===== config.mk =====
export PLATFORM = sky130hd
export DESIGN_NAME = interleave_sequencer
export DESIGN_NICKNAME = d
export VERILOG_FILES = /design/src/rtl/interleave_sequencer_pkg.sv /design/src/rtl/interleave_sequencer_interleaver.sv /design/src/rtl/interleave_sequencer.sv
export SDC_FILE = /design/constraint.sdc
export NUM_CORES = 1
export LEC_CHECK = 0
export CORE_ASPECT_RATIO = 0.75
export CORE_MARGIN = 1
export CORE_UTILIZATION = 55
export DETAILED_ROUTE_END_ITERATION = 16
export GPL_ROUTABILITY_DRIVEN = 1
export PLACE_DENSITY = 0.85
export SYNTH_ARGS = -nofsm -noshare
export SYNTH_HDL_FRONTEND = slang
export SYNTH_SLANG_ARGS = --single-unit

===== constraint.sdc =====
create_clock -name clk -period 2.5 [get_ports clk]
set_input_delay 0.5 -clock clk [delete_from_list [all_inputs] [get_ports clk]]
set_output_delay 0.5 -clock clk [all_outputs]
set_load 0.03 [all_outputs]

===== src/rtl/interleave_sequencer_pkg.sv =====
// interleave_pkg: shared constants for the interleave sequencer.
//   state_t / S_FILL, S_LOAD, S_DRAIN : sequencer state encoding
//   BLK_BYTES                         : bytes per interleave block
//   IDX_W                             : width of the byte index within a block
package interleave_pkg;

    localparam int BLK_BYTES = 4;
    localparam int IDX_W     = 2;

    typedef logic [1:0] state_t;

    localparam state_t S_FILL  = 2'd0;
    localparam state_t S_LOAD  = 2'd1;
    localparam state_t S_DRAIN = 2'd2;

endpackage


===== src/rtl/interleave_sequencer_interleaver.sv =====
// interleaver: combinational 4-byte bit interleaver.
//   byte0..byte3 in  8  input block, byte0 is the first byte of the stream
//   out0..out3   out 8  interleaved block
// Output byte k gathers bit pair (2k, 2k+1) of every input byte:
//   out_k[4*h + j] = byte_j[2*k + h]
module interleaver (
    input  logic [7:0] byte0,
    input  logic [7:0] byte1,
    input  logic [7:0] byte2,
    input  logic [7:0] byte3,
    output logic [7:0] out0,
    output logic [7:0] out1,
    output logic [7:0] out2,
    output logic [7:0] out3
);
    logic [7:0] b [4];
    logic [7:0] o [4];

    assign b[0] = byte0;
    assign b[1] = byte1;
    assign b[2] = byte2;
    assign b[3] = byte3;

    always_comb begin
        o = '{default: 8'h00};
        for (int k = 0; k < 4; k++)
            for (int h = 0; h < 2; h++)
                for (int j = 0; j < 4; j++)
                    o[k][4*h + j] = b[j][2*k + h];
    end

    assign out0 = o[0];
    assign out1 = o[1];
    assign out2 = o[2];
    assign out3 = o[3];

endmodule


===== src/rtl/interleave_sequencer.sv =====
// interleave_sequencer: gathers a 4-byte block from a byte stream, runs it
// through the interleaver in a single load cycle and drains the result as a
// byte stream. Fill and drain never overlap.
//   clk, reset_n          clock, synchronous active-low reset
//   in_data/valid/ready   byte input stream (transfer on valid && ready)
//   flush                 drops a partial input block (ignored outside FILL)
//   out_data/valid/ready  byte output stream (transfer on valid && ready)
//   out_last              marks the 4th byte of a block
//   busy                  anything other than an empty FILL state
//   blocks_done           count of fully drained blocks, wraps
module interleave_sequencer
    import interleave_pkg::*;
#(
    parameter int CNT_W = 16
) (
    input  logic             clk,
    input  logic             reset_n,
    input  logic [7:0]       in_data,
    input  logic             in_valid,
    output logic             in_ready,
    input  logic             flush,
    output logic [7:0]       out_data,
    output logic             out_valid,
    input  logic             out_ready,
    output logic             out_last,
    output logic             busy,
    output logic [CNT_W-1:0] blocks_done
);
    state_t     state;
    logic [IDX_W-1:0] idx;
    logic [7:0] blk  [BLK_BYTES];
    logic [7:0] obuf [BLK_BYTES];
    logic [7:0] ilv  [BLK_BYTES];
    logic       last_idx;
    logic       drain_done;

    interleaver u_interleaver (
        .byte0 (blk[0]),
        .byte1 (blk[1]),
        .byte2 (blk[2]),
        .byte3 (blk[3]),
        .out0  (ilv[0]),
        .out1  (ilv[1]),
        .out2  (ilv[2]),
        .out3  (ilv[3])
    );

    assign last_idx   = (idx == IDX_W'(BLK_BYTES - 1));
    assign drain_done = (state == S_DRAIN) && out_ready && last_idx;

    // All outputs decode registered state only; in_valid/out_ready never
    // reach an output combinationally.
    assign in_ready  = (state == S_FILL);
    assign out_valid = (state == S_DRAIN);
    assign out_last  = (state == S_DRAIN) && last_idx;
    assign out_data  = (state == S_DRAIN) ? obuf[idx] : 8'h00;
    assign busy      = !((state == S_FILL) && (idx == '0));

    // The input block buffer needs no reset: it is always fully rewritten
    // before LOAD reads it.
    always_ff @(posedge clk) begin
        if (!reset_n) begin
            state <= S_FILL;
            idx   <= '0;
            obuf  <= '{default: 8'h00};
        end else begin
            case (state)
                S_FILL: begin
                    if (flush) begin
                        idx <= '0;
                    end else if (in_valid) begin
                        blk[idx] <= in_data;
                        idx      <= idx + IDX_W'(1);
                        if (last_idx) state <= S_LOAD;
                    end
                end
                S_LOAD: begin
                    for (int i = 0; i < BLK_BYTES; i++) obuf[i] <= ilv[i];
                    state <= S_DRAIN;
                end
                S_DRAIN: begin
                    if (out_ready) begin
                        idx <= idx + IDX_W'(1);
                        if (last_idx) state <= S_FILL;
                    end
                end
                default: begin
                    state <= S_FILL;
                    idx   <= '0;
                end
            endcase
        end
    end

    always_ff @(posedge clk) begin
        if (!reset_n)        blocks_done <= '0;
        else if (drain_done) blocks_done <= blocks_done + CNT_W'(1);
    end

endmodule

Figure 1. Metal 3.
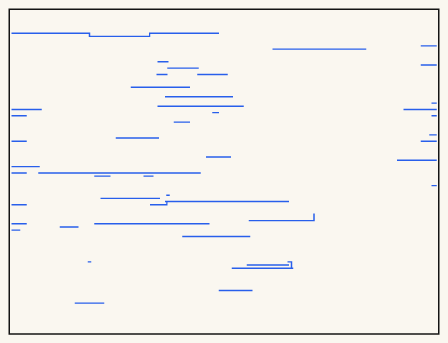
longest straight run: 34.5 um
share of all routed wire: 5.4%

Figure 2. Wiring by layer.
Only two layers are drawn.
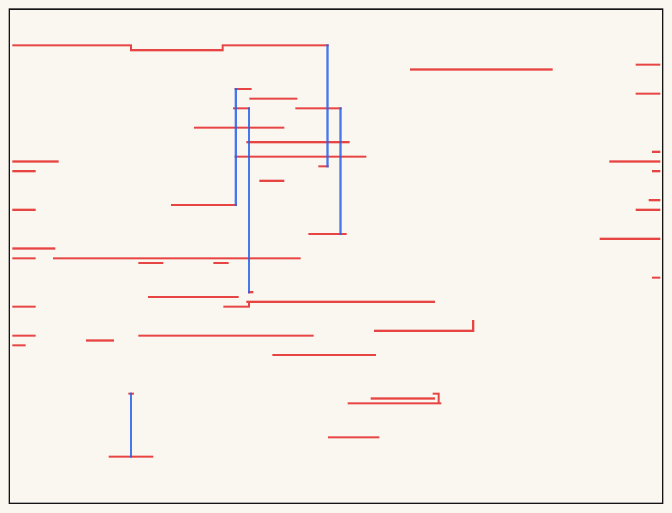
legend:
  blue:
    layer: M4
    wire_length: 85.7 um
  red:
    layer: M3
    wire_length: 379 um

Figure 3. Sequential cells coloured by netlist name.
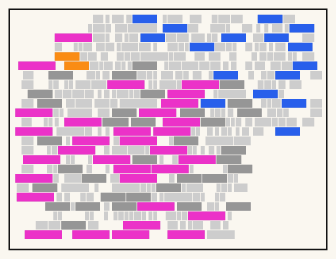
legend:
  magenta:
    name_in_the_netlist: blk
    placed_flops: 32
  blue:
    name_in_the_netlist: blocks_done
    placed_flops: 16
    where: top right
  orange:
    name_in_the_netlist: state
    placed_flops: 2
not coloured: 34
post-layout util: 69.2%
sequential group power: 1.43 mW
FF/Latch Area: 2000 um2

Figure 4. Track usage over the die.
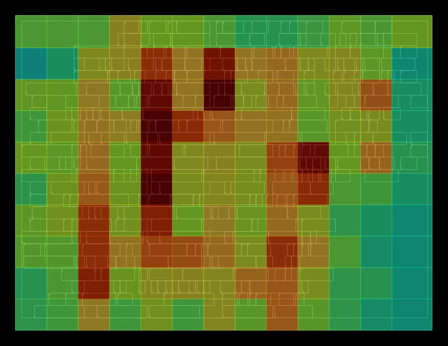
Routed wire per std cell: 16.0 um
GRT Resource Usage Total: 23.5%

Figure 5. I/O pins on the die edge.
Pins as bars across the die edge, other pins in grey.
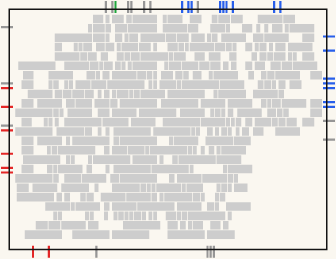
legend:
  green:
    port: flush
    pins: 1
    direction: input
    edge: top
  blue:
    port: blocks_done
    pins: 16
    direction: output
    edge: 9 top, 7 right
  red:
    port: in_data
    pins: 8
    direction: input
    edge: 6 left, 2 bottom

==> CHANGELOG.md <==
### Physical design

* Outcome: finished clean
* Post-Syn Area at 3310 um2
* Post-CTS Setup Bufs at 0
* P&R area growth vs syn at 21.6%
* Die area at 6340 um2
* Post-route clock period utilization at 95.3%
* Data arrival, critical path at approximately 1.9 ns
* Combinational Area at 1220 um2
* First-pass DRT Iterations at 4
* Area share, top type at between 30% and 40%
* Worst Hold Class: register to register
* Hpwl dp at 4610 um
* Largest net degree at the start of global routing at 52
* Flops after synth at 84
* Ys Warns at 0
* Total Wirelength at 7050 um
* # rows at 24
* Vias per cell at about 5.5
* Top FF cell, synth: dfxtp_1
* Relative slew slack at 65.0%
* Number of cells produced by synthesis at 311
* CTS sink count at 84
* VDD IR-drop max at approximately 0.47 mV
* Floorplan core density at 56.9%
* Top cells by count: nand2_1, dfxtp_1, a21oi_1, edfxtp_1, nor2_1
* Clock Skew at about 0.0073 ns
* Number of fillers in the final layout at 416
* Port-buffer cells at 40
* Gpl congestion at 0.745
* Fin crit period at 2.38 ns
* Iter 0 DRT Violations at 157
* WS Path Type: register to output port
* Biggest area cells: dfxtp_1, edfxtp_1, nand2_1
* Clock transition at the registers of the reported paths at 0.09 ns
* Die extent in y at roughly 70 um
* Max clock buf depth at 2
* CTS buffer count at 9
* Vias at ~2400
* Worst-Skew Late Latency at roughly 0.35 ns
* Slew Limit Fails at 0
==> where the power goes <==
part | leakage (nW) | internal (mW) | switching, mW
Combinational | 0.580 | 0.0363 | 0.0503
Sequential | 0.708 | 1.43 | 0.00552
Clock | 0.0992 | 0.474 | 0.496
==> metal layers <==
layer	wire, um	vias up	track usage [%]
met5	0	-	0
met4	85	0	9.52
met3	379	11	6.58
met2	3590	69	39.0
met1	3000	1167	29.1
li1	-	1153	-
==> placed cells by master (no fill, tap or decap), drive strengths merged, types with 9 or more instances in the layout <==
master / instances
a21oi: 38
buf: 11
clkbuf: 10
clkdlybuf4s50: 30
dfxtp: 52
dlygate4sd2: 10
edfxtp: 32
inv: 10
nand2: 69
nor2: 19
xnor2: 9
==> per-stage QoR <==
step           power [mW]  std cells  setup WS, ns  instance area, um2  hold WS, ns
3_3_place_gp         1.55        423         0.249                3840        0.441
3_5_place_dp         1.55        423         0.187                3840        0.450
6_report             2.49        439         0.119                4030        0.462
2_1_floorplan        1.50        311         0.458                3310        0.432
4_1_cts              2.51        439        0.0949                4030        0.463
5_1_grt              2.57        439        0.0533                4030        0.484
==> worst max-delay path: stages (launching register included) <==
cell and delay, ns:
dfxtp_1 0.39, buf_12 0.16, mux4_2 0.50, nor2b_1 0.14, dlygate4sd2_1 0.35
==> logic make-up after synthesis <==
family                   share of synthesized area (%)
AND/OR/NAND/NOR                                   18.9
adder cells (fa/ha/maj)                           1.89
AND-OR/OR-AND                                     6.95
flip-flops                                        60.4
XOR/XNOR                                          2.64
buffers and inverters                             2.87
multiplexers                                      6.34
==> area by class of cell <==
cell class	count	share of cell area (%)
clock buffer	10	3.17
multi-input combinational	202	30.2
clock inverter	6	1.77
tap	78	2.42
timing repair buffer	51	12.0
sequential	84	49.7
inverter	8	0.745
==> sequential cells by signal, summed over array words and instances, names as in the netlist <==
register / count
blk: 32
obuf: 32
state: 2
idx: 2
blocks_done: 16
==> worst paths after layout <==
check / from / endpoint / depth (start not counted)
setup / recovery: idx[1]$_SDFFE_PN0P_ / out_data[1] / 4
hold / removal: obuf[24]$_SDFFE_PN0N_ / obuf[24]$_SDFFE_PN0N_ / 2
setup reg to reg: idx[1]$_SDFFE_PN0P_ / blocks_done[14]$_SDFFE_PN0P_ / 7
hold reg to reg: obuf[24]$_SDFFE_PN0N_ / obuf[24]$_SDFFE_PN0N_ / 2
Power figures rest on the tool's default switching activity, not on a simulated workload.
